**config.mk**
```make
export PLATFORM = sky130hd
export DESIGN_NAME = i2c_reg_master
export DESIGN_NICKNAME = d
export VERILOG_FILES = /design/src/rtl/i2c_reg_master.sv
export SDC_FILE = /design/constraint.sdc
export NUM_CORES = 1
export LEC_CHECK = 0
export CAP_MARGIN = 20
export CORE_ASPECT_RATIO = 1.4
export CORE_MARGIN = 10
export CORE_UTILIZATION = 55
export DETAILED_ROUTE_END_ITERATION = 12
export PLACE_DENSITY = 0.79
export SLEW_MARGIN = 10
export SYNTH_ARGS = -nofsm -noshare
export SYNTH_HDL_FRONTEND = slang
export SYNTH_SLANG_ARGS = --single-unit
```
**constraint.sdc**
```tcl
create_clock -name clk -period 3.21 [get_ports clk]
set_input_delay 0.321 -clock clk [delete_from_list [all_inputs] [get_ports clk]]
set_output_delay 0.321 -clock clk [all_outputs]
set_load 0.02 [all_outputs]
```
**src/rtl/i2c_reg_master.sv**
```systemverilog
// i2c_reg_master: single-byte I2C register read/write master.
//
// Write: START, {dev,0}+A, reg+A, wdata+A, STOP.
// Read : START, {dev,0}+A, reg+A, Sr, {dev,1}+A, 8 rx bits, NACK, STOP.
// A NACK at any ACK sample aborts straight to STOP and sets ack_err.
//
// Ports:
//   clk, rst_n            clock, async active-low reset
//   start, rw             request pulse (sampled when idle), 0=write 1=read
//   dev_addr, reg_addr    7-bit slave address, register index
//   wdata                 write data byte
//   busy, done            transaction in progress, one-cycle end pulse
//   ack_err               last transaction aborted by NACK
//   rdata                 last successfully read byte
//   scl                   push-pull I2C clock
//   sda_in, sda_out, sda_oe  open-drain SDA (sda_oe=1 pulls low)
//
// state      | meaning
// S_IDLE     | bus idle, waiting for start
// S_START    | START condition, 2 quarters
// S_BIT      | one 4-quarter bit slot (slots 0..7 data, slot 8 ACK)
// S_REPSTART | repeated START, 4 quarters
// S_STOP     | STOP condition, 4 quarters
module i2c_reg_master #(
  parameter int CLK_DIV = 25
) (
  input  logic       clk,
  input  logic       rst_n,
  input  logic       start,
  input  logic       rw,
  input  logic [6:0] dev_addr,
  input  logic [7:0] reg_addr,
  input  logic [7:0] wdata,
  output logic       busy,
  output logic       done,
  output logic       ack_err,
  output logic [7:0] rdata,
  output logic       scl,
  input  logic       sda_in,
  output logic       sda_out,
  output logic       sda_oe
);

  typedef enum logic [2:0] {
    S_IDLE, S_START, S_BIT, S_REPSTART, S_STOP
  } state_t;

  localparam int CW = (CLK_DIV > 1) ? $clog2(CLK_DIV) : 1;
  localparam logic [CW-1:0] CNT_LAST = CW'(CLK_DIV - 1);

  state_t      state_q, state_d;
  logic [CW-1:0] cnt_q, cnt_d;
  logic [1:0]  qtr_q, qtr_d;
  logic [3:0]  slot_q, slot_d;
  logic [1:0]  byte_q, byte_d;
  logic        busy_q, busy_d;
  logic        done_q, done_d;
  logic        ack_err_q, ack_err_d;
  logic [7:0]  rdata_q, rdata_d;
  logic [7:0]  rx_q, rx_d;
  logic        rw_q, rw_d;
  logic [6:0]  dev_q, dev_d;
  logic [7:0]  reg_q, reg_d;
  logic [7:0]  wdata_q, wdata_d;
  logic        scl_q, scl_d;
  logic        oe_q, oe_d;

  logic        tick;
  logic        is_rx_q, is_rx_d;
  logic [7:0]  tbyte_d;
  logic        tbit_d;

  // Byte 3 only exists in a read and is the one byte the master receives.
  assign tick    = busy_q && (cnt_q == CNT_LAST);
  assign is_rx_q = rw_q && (byte_q == 2'd3);

  function automatic logic [7:0] tx_byte(input logic [1:0] idx, input logic rw_b,
                                         input logic [6:0] dev, input logic [7:0] ra,
                                         input logic [7:0] wd);
    logic [7:0] b;
    case (idx)
      2'd0:    b = {dev, 1'b0};
      2'd1:    b = ra;
      2'd2:    b = rw_b ? {dev, 1'b1} : wd;
      default: b = 8'h00;
    endcase
    return b;
  endfunction

  always_comb begin
    state_d   = state_q;
    cnt_d     = cnt_q;
    qtr_d     = qtr_q;
    slot_d    = slot_q;
    byte_d    = byte_q;
    busy_d    = busy_q;
    done_d    = 1'b0;
    ack_err_d = ack_err_q;
    rdata_d   = rdata_q;
    rx_d      = rx_q;
    rw_d      = rw_q;
    dev_d     = dev_q;
    reg_d     = reg_q;
    wdata_d   = wdata_q;

    if (state_q == S_IDLE) begin
      if (start) begin
        rw_d      = rw;
        dev_d     = dev_addr;
        reg_d     = reg_addr;
        wdata_d   = wdata;
        busy_d    = 1'b1;
        ack_err_d = 1'b0;
        cnt_d     = '0;
        qtr_d     = 2'd0;
        state_d   = S_START;
      end
    end else if (!tick) begin
      cnt_d = cnt_q + CW'(1);
    end else begin
      cnt_d = '0;
      qtr_d = qtr_q + 2'd1;
      case (state_q)
        S_START: begin
          if (qtr_q == 2'd1) begin
            state_d = S_BIT;
            qtr_d   = 2'd0;
            slot_d  = 4'd0;
            byte_d  = 2'd0;
          end
        end
        S_BIT: begin
          // Sample on the tick ending Q1 (middle of SCL high).
          if (qtr_q == 2'd1) begin
            if (slot_q == 4'd8) begin
              if (!is_rx_q && sda_in) ack_err_d = 1'b1;
            end else if (is_rx_q) begin
              rx_d = {rx_q[6:0], sda_in};
            end
          end
          if (qtr_q == 2'd3) begin
            if (is_rx_q && slot_q == 4'd7) rdata_d = rx_q;
            if (slot_q != 4'd8) begin
              slot_d = slot_q + 4'd1;
            end else begin
              slot_d = 4'd0;
              if (ack_err_q || is_rx_q)          state_d = S_STOP;
              else if (byte_q == 2'd1 && rw_q)   state_d = S_REPSTART;
              else if (byte_q == 2'd2 && !rw_q)  state_d = S_STOP;
              else                               byte_d  = byte_q + 2'd1;
            end
          end
        end
        S_REPSTART: begin
          if (qtr_q == 2'd3) begin
            state_d = S_BIT;
            slot_d  = 4'd0;
            byte_d  = 2'd2;
          end
        end
        S_STOP: begin
          if (qtr_q == 2'd3) begin
            state_d = S_IDLE;
            busy_d  = 1'b0;
            done_d  = 1'b1;
          end
        end
        default: state_d = S_IDLE;
      endcase
    end
  end

  // Line levels are derived from the next state so they are registered
  // and change on the same edge the quarter begins.
  always_comb begin
    is_rx_d = rw_d && (byte_d == 2'd3);
    tbyte_d = tx_byte(byte_d, rw_d, dev_d, reg_d, wdata_d);
    tbit_d  = tbyte_d[3'd7 - slot_d[2:0]];
    scl_d   = 1'b1;
    oe_d    = 1'b0;
    case (state_d)
      S_START: begin
        scl_d = (qtr_d == 2'd0);
        oe_d  = 1'b1;
      end
      S_BIT: begin
        scl_d = (qtr_d == 2'd1) || (qtr_d == 2'd2);
        oe_d  = (slot_d < 4'd8) && !is_rx_d && !tbit_d;
      end
      S_REPSTART: begin
        scl_d = (qtr_d == 2'd1) || (qtr_d == 2'd2);
        oe_d  = (qtr_d >= 2'd2);
      end
      S_STOP: begin
        scl_d = (qtr_d != 2'd0);
        oe_d  = (qtr_d < 2'd2);
      end
      default: begin
        scl_d = 1'b1;
        oe_d  = 1'b0;
      end
    endcase
  end

  always_ff @(posedge clk or negedge rst_n) begin
    if (!rst_n) begin
      state_q   <= S_IDLE;
      cnt_q     <= '0;
      qtr_q     <= 2'd0;
      slot_q    <= 4'd0;
      byte_q    <= 2'd0;
      busy_q    <= 1'b0;
      done_q    <= 1'b0;
      ack_err_q <= 1'b0;
      rdata_q   <= 8'h00;
      rx_q      <= 8'h00;
      rw_q      <= 1'b0;
      dev_q     <= 7'h00;
      reg_q     <= 8'h00;
      wdata_q   <= 8'h00;
      scl_q     <= 1'b1;
      oe_q      <= 1'b0;
    end else begin
      state_q   <= state_d;
      cnt_q     <= cnt_d;
      qtr_q     <= qtr_d;
      slot_q    <= slot_d;
      byte_q    <= byte_d;
      busy_q    <= busy_d;
      done_q    <= done_d;
      ack_err_q <= ack_err_d;
      rdata_q   <= rdata_d;
      rx_q      <= rx_d;
      rw_q      <= rw_d;
      dev_q     <= dev_d;
      reg_q     <= reg_d;
      wdata_q   <= wdata_d;
      scl_q     <= scl_d;
      oe_q      <= oe_d;
    end
  end

  assign busy    = busy_q;
  assign done    = done_q;
  assign ack_err = ack_err_q;
  assign rdata   = rdata_q;
  assign scl     = scl_q;
  assign sda_oe  = oe_q;
  assign sda_out = 1'b0;

endmodule

```
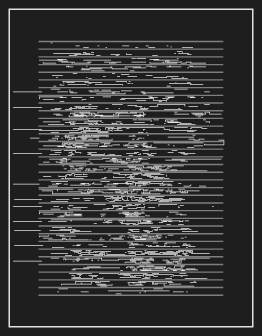
*Signal wires on met1*
Supply wires on this layer in gray.
longest straight run: 21.6 µm
share of all routed wire: 41%
final WL: 7420 µm
DR vias: 2527
met1 Use GR: 16.8%

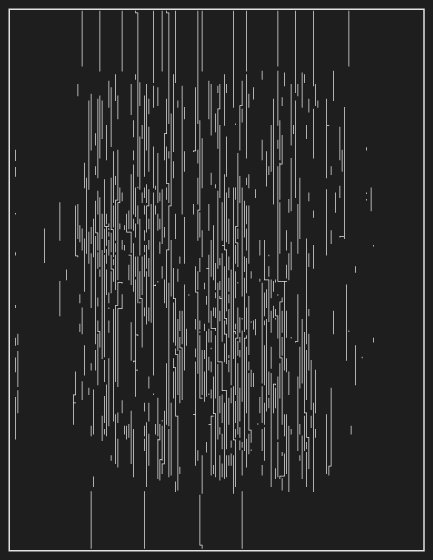
*Metal 2*
nets with wire on the layer: 345
wire length on this layer: 3810 µm
longest straight run: 37.7 µm
share of all routed wire: 51%
main direction: vertical
M2 GR Usage: 26.5%

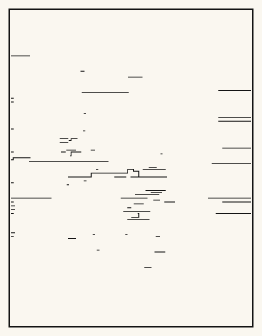
*M3 wires*
main direction: horizontal
wire length on this layer: 329 µm
longest straight run: 27.8 µm
nets with wire on the layer: 46
global routing usage on met3: 4.23%

==> impl_metrics.py <==
# Physical implementation metrics
metrics = {
    "outcome": {
        "outcome": "finished clean",
    },
    "timing": {
        "fin_setup_tns_ns": 0,
        "worst_slack_ns": 0.278,
        "hold_violations": 0,
        "rsz0062_at_grt": "false",
        "tightest_slew_ns": 0.730,
        "period_used_pct": 91.4,
        "slew_violations": 0,
        "fin_worst_skew_ns": 0.0137,
        "finalSetupViolCount": 0,
        "slew_headroom_pct": 50.9,
        "min_period_ns": 2.93,
    },
    "synthesis": {
        "syn-cell-area_um2": 3310,
        "synth_nets": 338,
        "ys_seq_share_pct": 46.2,
        "xor_share_pct": 0.265,
        "ys_ff": 61,
        "async_flop_share_pct": 100,
        "synthAoiAreaFrac_pct": 13.6,
        "synth_cell_type_count": 64,
        "fa_ha_area_share_pct": 3.40,
        "yosys-stat-cells": 301,
        "synth_area_per_cell_um2": 11.0,
        "syn_inst": 301,
        "yosysWarnings": 0,
        "simple_gate_share_pct": 16.0,
        "edf_count": 0,
        "synth_chip_area_um2": 3310,
        "top_logic_kind": "multiplexers",
        "mux_area_share_pct": 16.4,
        "ys.flop_type": "dfrtp_1",
    },
    "drt": {
        "m1WireLength_um": 3010,
        "wl_met3_um": 329,
        "vias_per_cell": 5.96,
        "drt_pass1_iterations": 7,
        "wl_met2_um": 3810,
        "top_layer": "met4",
        "drt-wirelength-per-cell_um": 17.5,
        "postRouteAntennaNets": 0,
        "drt-initial-drc-count": 222,
        "drcViolationCount": 0,
    },
    "critical_path": {
        "critPathTopFamily": "simple AND/OR/NAND/NOR gates",
        "cp_max_fo": 6,
        "worstSetupPathType": "flop to flop",
        "path_buffers": 2,
        "r2r_slack_ns": 0.28,
        "crit_chain": "inv_1 -> ha_1 -> nor2b_1 -> nand2_1 -> or4_4 -> a21oi_4 -> buf_4 -> mux2i_1 -> a22o_1 -> a211oi_1 -> o31ai_1",
        "arrival_ns": 3.18,
        "end_kind": "flop",
        "start_kind": "flop",
        "critPathSlowestCell": "or4_4",
        "cpPeakStageDelay_ns": 0.59,
        "required_ns": 3.46,
    },
    "floorplanning": {
        "core_um2": 5860,
        "die-area_um2": 9560,
        "ios": 42,
        "die_h_um": 112,
        "die_w_um": 85.6,
        "fp_util_pct": 56.4,
        "rows": 33,
    },
    "clock_network": {
        "htreeDepth": 3,
        "root_buffer": "clkbuf_8",
        "cts_num_sinks": 61,
        "cts.reportedPaths.clkPinSlew_ns": 0.08,
        "insertion_delay_ns": 0.35,
        "clk_path_buf_depth": 2,
        "tritoncts": "done",
        "cts_buffers": 9,
    },
    "cells_and_area": {
        "fillers": 440,
        "lay_top_cells": "dfrtp_1, mux2_2, clkdlybuf4s50_1",
        "final_nets": 386,
        "lay_top_count": "dfrtp_1",
        "syn_to_final_growth_pct": 22.5,
    },
    "placement": {
        "port_buffers": 40,
        "place_ws_ns": 0.290,
        "place_congestion": 0.954,
        "place_hpwl_um": 5500,
    },
    "job": {
        "drv_cap": 0,
        "warnings": 31,
    },
    "global_routing": {
        "grt_pass1_wl_um": 12200,
        "overflow": 0,
        "grt_max_degree": 41,
        "grt_usage_pct": 15.4,
        "grt_pass1_vias": 2657,
        "antenna_found_initial": 0,
    },
    "worst_hold_path": {
        "min_path_type": "input pin to asynchronous set/reset pin",
    },
    "power_and_ir_drop": {
        "peakVddDrop_v": 0.000327,
        "leakagePower_nw": 1.84,
        "power_density_nw_per_um2": 392,
    },
}
## worst register-to-register path, cell delays in order, from the launching register on
cell      delay [ns]
dfrtp_1         0.40
inv_1           0.08
ha_1            0.16
nor2b_1         0.30
nand2_1         0.20
or4_4           0.59
a21oi_4         0.29
buf_4           0.18
mux2i_1         0.17
a22o_1          0.15
a211oi_1        0.07
o31ai_1         0.26
## layer usage
layer,vias up,GRT usage (%)
met5,-,0
met4,0,7.49
met3,28,4.23
met2,78,26.5
met1,1208,16.8
li1,1213,-
## synthesized netlist by cell type (all sizes together) (3+ instances only)
| library cell | number | share of area [%] |
|---|---|---|
| o31ai | 7 | 1.6 |
| nor2 | 15 | 1.7 |
| and3b | 3 | 0.79 |
| nor2b | 5 | 0.95 |
| and2 | 5 | 0.95 |
| mux2i | 7 | 2.1 |
| a211oi | 4 | 0.91 |
| buf | 7 | 1.3 |
| o21bai | 3 | 0.68 |
| dfrtp | 60 | 45 |
| nor4 | 4 | 0.95 |
| and4 | 3 | 0.79 |
| clkbuf | 8 | 0.91 |
| mux2 | 42 | 14 |
| nand4 | 3 | 0.57 |
| and3 | 4 | 0.76 |
| ha | 9 | 3.4 |
| nand3 | 10 | 1.5 |
| o41ai | 3 | 1.0 |
| o21ai | 9 | 1.4 |
| nor3 | 8 | 1.2 |
| nand2 | 15 | 1.7 |
| inv | 15 | 1.7 |
| and4b | 3 | 0.91 |
| a21oi | 6 | 1.2 |
## worst paths after layout
| check | cells past startpoint | to | start |
|---|---|---|---|
| worst max register to register | 11 | sda_oe | cnt_q[1] |
| max in group asynchronous | 3 | rx_q[7] | rst_n |
| min in group clk | 1 | dev_q[2] | dev_q[2] |
| worst min register to register | 1 | dev_q[2] | dev_q[2] |
| worst max-delay path | 11 | sda_oe | cnt_q[1] |
| worst min-delay path | 2 | state_q[1] | rst_n |
## final cells by class
| cell class | instances | area (µm²) | share of cell area, % |
|---|---|---|---|
| tap | 70 | 87.6 | 2.16 |
| sequential | 61 | 1530 | 37.7 |
| multi-input combinational | 209 | 1660 | 40.8 |
| clock buffer | 9 | 124 | 3.05 |
| timing repair buffer | 52 | 500 | 12.3 |
| clock inverter | 7 | 96.3 | 2.38 |
| inverter | 16 | 63.8 | 1.57 |
## per-stage QoR
step	power (mW)	cell area [µm²]	cells	hold slack (ns)	utilization, %
global route	1.64	4060	424	0.517	69.2
finish	1.59	4060	424	0.473	69.2
floorplan	0.786	3310	301	0.0254	-
global placement	0.833	3800	405	0.314	64.8
CTS	1.60	4030	422	0.481	68.7
detailed placement	0.834	3800	405	0.321	64.8
## sequential cells by signal, summed over array words and instances, names as in the netlist
register	cells
slot_q	4
reg_q	8
state_q	3
scl	1
rdata	8
qtr_q	2
sda_oe	1
rx_q	8
rw_q	1
done	1
dev_q	7
busy	1
wdata_q	8
ack_err	1
byte_q	2
cnt_q	5
## report_power, final
group / total [mW] / switching (mW) / internal (mW)
registers: 0.768 / 0 / 0.768
clock network: 0.773 / 0.332 / 0.441
logic: 0.0508 / 0.0211 / 0.0297
## timing repair
item                                   in CTS  in global routing
setup buffers                               0                  2
resized                                     0                  3
setup endpoints to repair                   0                  1
endpoints found under the hold margin      20                  0
hold buffers                                1                  0
Power and IR drop assume default switching activity.
